`src/rtl/video_adapter_pkg.sv`:
```
// Shared types and constants for the video output adapter: output mode,
// detection FSM states, the M5Display pin permutation and the video bundle.
package video_adapter_pkg;

  localparam int PIXEL_WIDTH  = 24;
  localparam int M5_PERM_BASE = 14;
  localparam int M5_PERM_LEN  = 10;

  // Destination output bit for input bit M5_PERM_BASE + index.
  localparam int M5_PERM [M5_PERM_LEN] = '{18, 23, 17, 22, 16, 21, 15, 20, 14, 19};

  typedef enum logic {
    MODE_ATOM = 1'b0,
    MODE_M5   = 1'b1
  } mode_e;

  typedef enum logic [1:0] {
    SAMPLE   = 2'd0,
    DEBOUNCE = 2'd1,
    LOCKED   = 2'd2
  } det_state_e;

  typedef struct packed {
    logic [PIXEL_WIDTH-1:0] pixel;
    logic                   hsync;
    logic                   vsync;
    logic                   de;
  } video_t;

endpackage

```
`src/rtl/strap_mode_detector.sv`:
```
// Board-strap mode detection: 2-FF synchronizer followed by a
// SAMPLE/DEBOUNCE/LOCKED FSM with a saturating stability counter.
module strap_mode_detector
  import video_adapter_pkg::*;
#(
  parameter int STRAP_WIDTH     = 1,
  parameter int DEBOUNCE_CYCLES = 1024
) (
  input  logic                   clock,
  input  logic                   reset_n,
  input  logic [STRAP_WIDTH-1:0] strap,
  input  logic                   redetect,
  output logic                   mode,
  output logic                   locked
);

  localparam int CNT_W = $clog2(DEBOUNCE_CYCLES);
  localparam logic [CNT_W-1:0] CNT_LAST = CNT_W'(DEBOUNCE_CYCLES - 1);

  logic [STRAP_WIDTH-1:0] sync_meta;
  logic [STRAP_WIDTH-1:0] sync_strap;
  logic [STRAP_WIDTH-1:0] capture;
  logic [1:0]             fill;
  logic [CNT_W-1:0]       count;
  det_state_e             state;
  mode_e                  mode_reg;
  logic                   locked_reg;

  // Two-flop synchronizer; fill marks when its contents reflect real strap samples.
  always_ff @(posedge clock or negedge reset_n) begin
    if (!reset_n) begin
      sync_meta  <= '0;
      sync_strap <= '0;
      fill       <= '0;
    end else begin
      sync_meta  <= strap;
      sync_strap <= sync_meta;
      fill       <= {fill[0], 1'b1};
    end
  end

  // Detection FSM: capture, require DEBOUNCE_CYCLES stable samples, then latch the mode.
  always_ff @(posedge clock or negedge reset_n) begin
    if (!reset_n) begin
      state      <= SAMPLE;
      capture    <= '0;
      count      <= '0;
      mode_reg   <= MODE_ATOM;
      locked_reg <= 1'b0;
    end else if (redetect) begin
      state      <= SAMPLE;
      locked_reg <= 1'b0;
    end else begin
      case (state)
        SAMPLE: begin
          // Hold off until the synchronizer no longer shows its reset value.
          if (fill[1]) begin
            capture <= sync_strap;
            count   <= '0;
            state   <= DEBOUNCE;
          end
        end
        DEBOUNCE: begin
          if (sync_strap != capture) begin
            capture <= sync_strap;
            count   <= '0;
          end else if (count == CNT_LAST) begin
            state      <= LOCKED;
            locked_reg <= 1'b1;
            mode_reg   <= capture[0] ? MODE_ATOM : MODE_M5;
          end else begin
            count <= count + 1'b1;
          end
        end
        LOCKED:  state <= LOCKED;
        default: state <= SAMPLE;
      endcase
    end
  end

  assign mode   = mode_reg;
  assign locked = locked_reg;

endmodule

```
`src/rtl/video_output_adapter.sv`:
```
// Video output adapter: strap-detected pin mapping (AtomDisplay / M5Display)
// followed by a PIPE_STAGES-deep output register pipeline.
// Optional feature macro VIDEO_OUTPUT_ADAPTER_FORCE_MODE_EN adds force_en /
// force_mode inputs that override the detected mode and lock immediately.
module video_output_adapter
  import video_adapter_pkg::*;
#(
  parameter int   STRAP_WIDTH     = 1,
  parameter int   DEBOUNCE_CYCLES = 1024,
  parameter int   PIPE_STAGES     = 1,
  parameter logic SYNC_ACTIVE     = 1'b1
) (
  input  logic                   clock,
  input  logic                   reset_n,
  input  logic [STRAP_WIDTH-1:0] strap,
  input  logic                   redetect,
`ifdef VIDEO_OUTPUT_ADAPTER_FORCE_MODE_EN
  input  logic                   force_en,
  input  logic                   force_mode,
`endif
  input  logic [PIXEL_WIDTH-1:0] pixel_in,
  input  logic                   hsync_in,
  input  logic                   vsync_in,
  input  logic                   de_in,
  output logic [PIXEL_WIDTH-1:0] pixel_out,
  output logic                   hsync_out,
  output logic                   vsync_out,
  output logic                   de_out,
  output logic                   mode,
  output logic                   locked
);

  localparam video_t BLANK = '{pixel: '0, hsync: !SYNC_ACTIVE, vsync: !SYNC_ACTIVE, de: 1'b0};

  logic                   det_mode;
  logic                   det_locked;
  logic                   eff_mode;
  logic                   eff_locked;
  logic [PIXEL_WIDTH-1:0] m5_pixel;
  video_t                 stage_in;
  video_t                 stage_q [PIPE_STAGES];

  strap_mode_detector #(
    .STRAP_WIDTH    (STRAP_WIDTH),
    .DEBOUNCE_CYCLES(DEBOUNCE_CYCLES)
  ) u_detector (
    .clock   (clock),
    .reset_n (reset_n),
    .strap   (strap),
    .redetect(redetect),
    .mode    (det_mode),
    .locked  (det_locked)
  );

`ifdef VIDEO_OUTPUT_ADAPTER_FORCE_MODE_EN
  assign eff_locked = force_en | det_locked;
  assign eff_mode   = force_en ? force_mode : det_mode;
`else
  assign eff_locked = det_locked;
  assign eff_mode   = det_mode;
`endif

  assign mode   = eff_mode;
  assign locked = eff_locked;

  // M5Display wiring: low bits straight, upper ten bits scattered by the table.
  assign m5_pixel[M5_PERM_BASE-1:0] = pixel_in[M5_PERM_BASE-1:0];
  genvar gi;
  generate
    for (gi = 0; gi < M5_PERM_LEN; gi++) begin : g_perm
      assign m5_pixel[M5_PERM[gi]] = pixel_in[M5_PERM_BASE + gi];
    end
  endgenerate

  // Mapping and blanking at the pipeline input so one output word never mixes modes.
  always_comb begin
    stage_in = BLANK;
    if (eff_locked) begin
      stage_in.de = de_in;
      if (eff_mode == MODE_M5) begin
        stage_in.pixel = m5_pixel;
        stage_in.hsync = vsync_in;
        stage_in.vsync = hsync_in;
      end else begin
        stage_in.pixel = pixel_in;
        stage_in.hsync = hsync_in;
        stage_in.vsync = vsync_in;
      end
    end
  end

  generate
    for (gi = 0; gi < PIPE_STAGES; gi++) begin : g_stage
      if (gi == 0) begin : g_first
        // First output register stage, loaded from the mapped input.
        always_ff @(posedge clock or negedge reset_n) begin
          if (!reset_n) stage_q[gi] <= BLANK;
          else          stage_q[gi] <= stage_in;
        end
      end else begin : g_next
        // Subsequent stage, loaded from the previous one.
        always_ff @(posedge clock or negedge reset_n) begin
          if (!reset_n) stage_q[gi] <= BLANK;
          else          stage_q[gi] <= stage_q[gi-1];
        end
      end
    end
  endgenerate

  assign pixel_out = stage_q[PIPE_STAGES-1].pixel;
  assign hsync_out = stage_q[PIPE_STAGES-1].hsync;
  assign vsync_out = stage_q[PIPE_STAGES-1].vsync;
  assign de_out    = stage_q[PIPE_STAGES-1].de;

endmodule

```
`config.mk`:
```
export PLATFORM = sky130hd
export DESIGN_NAME = video_output_adapter
export DESIGN_NICKNAME = d
export VERILOG_FILES = /design/src/rtl/video_adapter_pkg.sv /design/src/rtl/strap_mode_detector.sv /design/src/rtl/video_output_adapter.sv
export SDC_FILE = /design/constraint.sdc
export NUM_CORES = 1
export LEC_CHECK = 0
export CAP_MARGIN = 10
export CORE_MARGIN = 3
export CORE_UTILIZATION = 35
export CTS_CLUSTER_DIAMETER = 150
export CTS_CLUSTER_SIZE = 30
export DETAILED_ROUTE_END_ITERATION = 10
export REMOVE_ABC_BUFFERS = 1
export SKIP_LAST_GASP = 1
export SLEW_MARGIN = 5
export SYNTH_ARGS = -nofsm -noshare
export SYNTH_HDL_FRONTEND = slang
export SYNTH_HIERARCHICAL = 1
export SYNTH_SLANG_ARGS = --single-unit
```
`constraint.sdc`:
```
create_clock -name clock -period 2.43 [get_ports clock]
set_input_delay 0.6075 -clock clock [delete_from_list [all_inputs] [get_ports clock]]
set_output_delay 0.6075 -clock clock [all_outputs]
set_load 0.01 [all_outputs]
```
run_1/registers.png
Drawn at 6 px/µm. Other sequential cells in the stronger grey, the rest of the logic in the fainter grey.
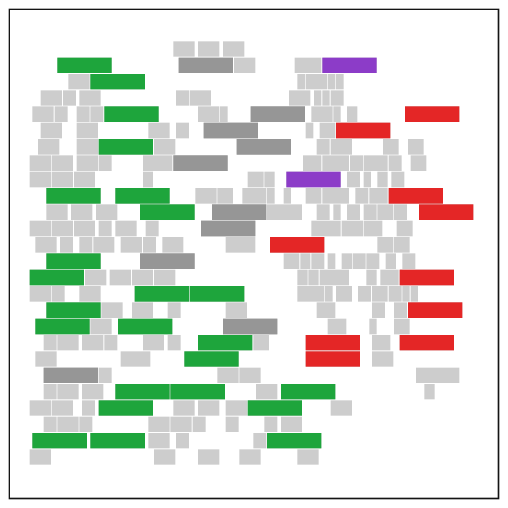
- `u_detector/state`: purple (flops 2)
- `pixel_out`: green (flops 24)
- `u_detector/count`: red (flops 10; where east)
- not coloured: 10
sequential power: 839 µW
Sequential cell area: 1150 µm²
Util after Layout: 0.520
fraction of area in registers: 0.418

run_1/gate_families.png
Drawn at 3 px/µm.
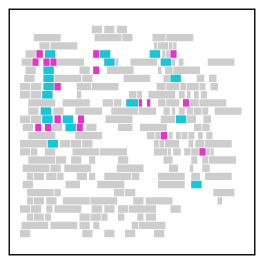
- multiplexers: cyan (cells 18)
- NOR gates: magenta (cells 18)

==> results.sh, run 1 <==
# source this file to load flow results
export IMPL_clkLatencyLatePin_ps=300
export IMPL_synth_async_reset_ratio=1.00
export IMPL_warnings=27
export IMPL_gp_congestion=0.855
export IMPL_reg2regPathDepth=6
export IMPL_fin_crit_sh=0.848
export IMPL_p_sw_frac=0.296
export IMPL_end_kind="register"
export IMPL_drc=0
export IMPL_drtIter0Drc=48
export IMPL_overflow=0
export IMPL_p_int_mw=1.17
export IMPL_path_clk_slew_ps=100
export IMPL_ys_flops=46
export IMPL_largest_reg_flops=24
export IMPL_highest_layer="met4"
export IMPL_synth_cell_type_count=31
export IMPL_post_drt_wl_per_cell_um=14.9
export IMPL_synth_area_top_cells="dfrtp_1 (58%), mux2i_1 (8.6%), and2_1 (5.0%), nor2b_1 (4.1%), o31ai_1 (2.6%)"
export IMPL_die_area_um2=6610
export IMPL_r2r_end="u_detector/count[3]$_DFFE_PN0P_"
export IMPL_drtPass1Iterations=4
export IMPL_outcome="completed"
run_1/zoom.png
Window x 48 to 73, y 48 to 73 µm. Cells in grey, sequential cells in the stronger grey; small squares are vias.
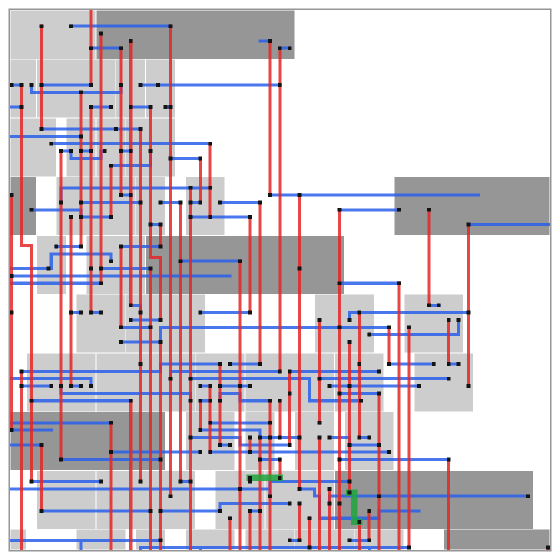
- met2: red
- met1: blue
- met3: green
- sequential cells in the window: 5
- netlist names of flops here include: `u_detector/count` (3), `u_detector/state` (2)
- cells with their middle in the window: 37
- most frequent: nand2_1 (5), dfrtp_1 (5)

-- run 1: routing by layer --
layer	up-vias	global-route usage
li1	701	-
met1	724	0.163
met2	56	0.232
met3	7	0.0843
met4	0	0.0490
met5	-	0
-- run 1: kinds of logic (layout without fill, tap and decap cells) --
family          count (synthesis)  in the layout  share of synthesized area
compound gates                 19             19                     0.0700
xor+xnor                        1              1                    0.00820
fa+ha+maj                       4              4                     0.0252
buf+inv                        11             76                     0.0271
flops                          46             46                      0.580
mux                            18             18                     0.0914
other cells                     1              1                    0.00189
simple gates                   66             66                      0.196
-- run 1: critical path: stages, from the launching register on --
cell      delay, ps
dfrtp_1         400
inv_1           110
ha_1            300
mux2i_1         130
or2_1           390
or4_1           520
a21boi_1        150
-- run 1: through the flow --
| stage | std cells | instance area (µm²) | total power, mW |
|---|---|---|---|
| after detailed placement | 293 | 2670 | 1.21 |
| after global routing | 301 | 2760 | 1.76 |
| final | 301 | 2760 | 1.66 |
| after floorplan | 160 | 1950 | 1.06 |
| after global placement | 293 | 2670 | 1.17 |
| after CTS | 301 | 2760 | 1.68 |
-- run 1: worst max-delay path by stage --
| stage | start | endpoint | slack [ps] | cells after the start |
|---|---|---|---|---|
| floorplan | u_detector/state[1]$_DFFE_PN0P_ | u_detector/count[3]$_DFFE_PN0P_ | 670 | 6 |
| global placement | redetect | u_detector/count[8]$_DFFE_PN0P_ | 290 | 4 |
| detailed placement | redetect | u_detector/count[3]$_DFFE_PN0P_ | 250 | 4 |
| CTS | u_detector/state[1]$_DFFE_PN0P_ | u_detector/count[3]$_DFFE_PN0P_ | 380 | 6 |
| global route | u_detector/state[1]$_DFFE_PN0P_ | u_detector/count[2]$_DFFE_PN0P_ | 230 | 6 |
| finish | u_detector/state[1]$_DFFE_PN0P_ | u_detector/count[3]$_DFFE_PN0P_ | 370 | 6 |
-- run 1: layout by cell type, fill, tap and decap left out, types with 2 or more instances in the layout --
cell type,count
buf_4,3
nor4_1,3
inv_1,5
nand2_1,9
o21ai_0,3
or4_1,2
clkdlybuf4s50_1,58
ha_1,4
dfrtp_1,46
nor2b_1,13
mux2i_1,17
o311ai_0,4
a21boi_1,2
clkbuf_8,5
nand2b_1,6
and2_1,16
nand4_1,3
nor2_1,2
o31ai_1,7
and3_1,3
nand3_1,5
-- run 1: layout make-up --
type,instances,share of cell area
inverter,5,0.00681
tap,70,0.0318
timing repair buffer,63,0.228
sequential,46,0.418
clock inverter,3,0.00772
multi-input combinational,109,0.283
clock buffer,5,0.0250
-- run 1: power groups by stage --
stage / Sequential, mW / Combinational, mW / Clock, mW
3_3_place_gp: 0.848 / 0.324 / 0
6_report: 0.839 / 0.352 / 0.467
4_1_cts: 0.838 / 0.353 / 0.488
5_1_grt: 0.844 / 0.394 / 0.517
3_5_place_dp: 0.853 / 0.353 / 0
2_1_floorplan: 0.849 / 0.212 / 0
-- run 1: synth_stat cells (all sizes together) (2+ instances only) --
cell type	instances
and3	3
or2	2
o31ai	7
buf	5
nor2	2
or4	2
and4	2
nand3	5
o311ai	4
inv	5
nand2b	6
mux2i	17
nor2b	13
nand2	9
nand4	3
dfrtp	46
ha	4
and2	16
nor4	3
o21ai	3
a21boi	2
==> run 2, diff against run 1 <==
==> constraint.sdc (replaced) <==
create_clock -name clock -period 1.75 [get_ports clock]
set_input_delay 0.4375 -clock clock [delete_from_list [all_inputs] [get_ports clock]]
set_output_delay 0.4375 -clock clock [all_outputs]
set_load 0.01 [all_outputs]
run_2/zoom.png
Window x 48 to 73, y 48 to 73 µm. Cells in grey, sequential cells in the stronger grey; small squares are vias.
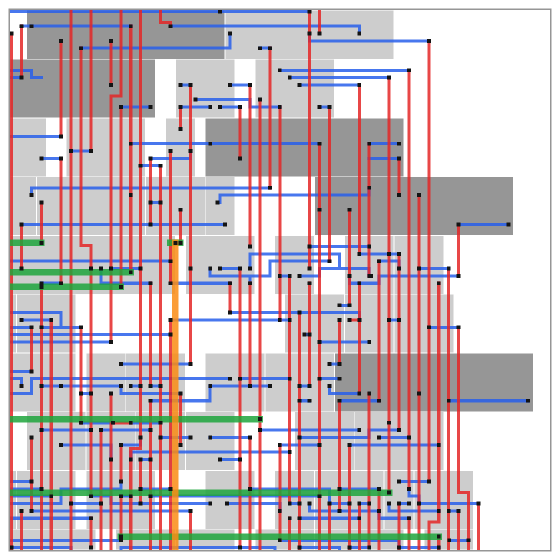
- met1: blue
- met2: red
- met4: orange
- met3: green
- netlist names of flops here include: `u_detector/count` (5)
- sequential cells in the window: 5
- most frequent: buf_4 (8), dfrtp_1 (5), nand3_1 (3)
- cells with their middle in the window: 40

==> run 2 against run 1 <==
Global-route usage grew 1.6 points. Sequential power up 39%. Worst hold slack got worse by 200 ps. Non-clock buffer count up 19. First-iteration DRC count grew 81%. Count of clock-buffer cells in the layout unchanged. Final cell count up 7.0%. Largest power group unchanged.
==> results.sh, run 2 <==
# source this file to load flow results
export IMPL_crit_family="simple AND/OR/NAND/NOR gates"
export IMPL_synth_area_top_cells="dfrtp_1 (58%), mux2i_1 (8.6%), and2_1 (5.0%), nor2b_1 (4.1%), o31ai_1 (2.6%)"
export IMPL_fin_crit_sh=0.999
export IMPL_most_common_layout_cells="clkdlybuf4s50_1 (58), dfrtp_1 (45), buf_4 (22), mux2i_1 (16), and2_1 (16)"
export IMPL_synth_async_reset_ratio=1.00
export IMPL_drc=0
export IMPL_most_common_cell="dfrtp_1"
export IMPL_clkLatencyLatePin_ps=300
export IMPL_path_clk_slew_ps=100
export IMPL_crit_chain="inv_2 > ha_4 > mux2i_4 > or2_4 > or4_1 > a21boi_1"
export IMPL_overflow=0
export IMPL_max_stage_delay_ps=470
export IMPL_die_area_um2=6610
export IMPL_seq_area_um2=1150
export IMPL_drtIter0Drc=87
export IMPL_outcome="completed"
export IMPL_ys_flops=46
export IMPL_cp_slowest_cell="or4_1"
export IMPL_crit_start="u_detector/state[0]$_DFFE_PN0P_"
export IMPL_end_kind="register"
export IMPL_reg2regPathDepth=6
export IMPL_r2r_end="u_detector/count[3]$_DFFE_PN0P_"
export IMPL_gp_congestion=0.834
export IMPL_post_drt_wl_per_cell_um=16.0
==> run 2: cell counts after synthesis <==
No cell type changed its count.
==> run 2: kinds of logic (layout without fill, tap and decap cells) <==
| logic type | Yosys count | after routing | synth area share |
|---|---|---|---|
| AND/OR/NAND/NOR | 66 | 68 | 0.196 |
| multiplexers | 18 | 18 | 0.0914 |
| AND-OR/OR-AND | 19 | 19 | 0.0700 |
| flip-flops | 46 | 46 | 0.580 |
| other | 1 | 1 | 0.00189 |
| buffers and inverters | 11 | 95 | 0.0271 |
| XOR/XNOR | 1 | 1 | 0.00820 |
| adder cells (fa/ha/maj) | 4 | 4 | 0.0252 |
==> run 2: area by class of cell <==
class,count,share of cell area
clock buffer,5,0.0226
clock inverter,3,0.0148
inverter,5,0.00617
multi-input combinational,111,0.296
sequential,46,0.379
tap,70,0.0288
timing repair buffer,82,0.253
==> run 2: how the worst max path moves through the flow <==
stage | to | cells after the start | slack [ps]
floorplan | u_detector/count[3]$_DFFE_PN0P_ | 6 | -10
global placement | u_detector/count[5]$_DFFE_PN0P_ | 5 | -150
detailed placement | u_detector/count[9]$_DFFE_PN0P_ | 5 | -210
CTS | u_detector/count[8]$_DFFE_PN0P_ | 6 | -20
global route | u_detector/count[3]$_DFFE_PN0P_ | 6 | -70
finish | u_detector/count[3]$_DFFE_PN0P_ | 6 | 2
==> run 2: per-layer routing <==
layer,GRT usage,wire (µm)
met1,0.190,1980
met2,0.250,2560
met3,0.0876,558
met4,0.0541,72
met5,0,0
==> run 2: power breakdown <==
group          internal, mW  leakage (nW)  switching, mW
combinational         0.403         0.685          0.371
sequential             1.12         0.626         0.0502
clock                 0.425        0.0504          0.389
==> run 2: through the flow <==
| step | hold slack [ps] | utilization | total power, mW | instance area, µm² | instances |
|---|---|---|---|---|---|
| 2_1_floorplan | 142 | - | 1.47 | 1950 | 160 |
| 3_3_place_gp | 335 | 0.520 | 1.70 | 2760 | 305 |
| 3_5_place_dp | 336 | 0.520 | 1.74 | 2760 | 305 |
| 4_1_cts | 70.1 | 0.553 | 2.60 | 2930 | 318 |
| 5_1_grt | 77.2 | 0.574 | 2.90 | 3040 | 322 |
| 6_report | 62.6 | 0.574 | 2.75 | 3040 | 322 |
==> run 2: timing repair <==
item	in CTS	in global routing
buffers inserted	4	3
pin swaps	4	7
gates cloned	1	1
gates resized	10	17
endpoints found under the setup margin	11	11
No activity file was given, so power comes from the tool's default toggle rates.
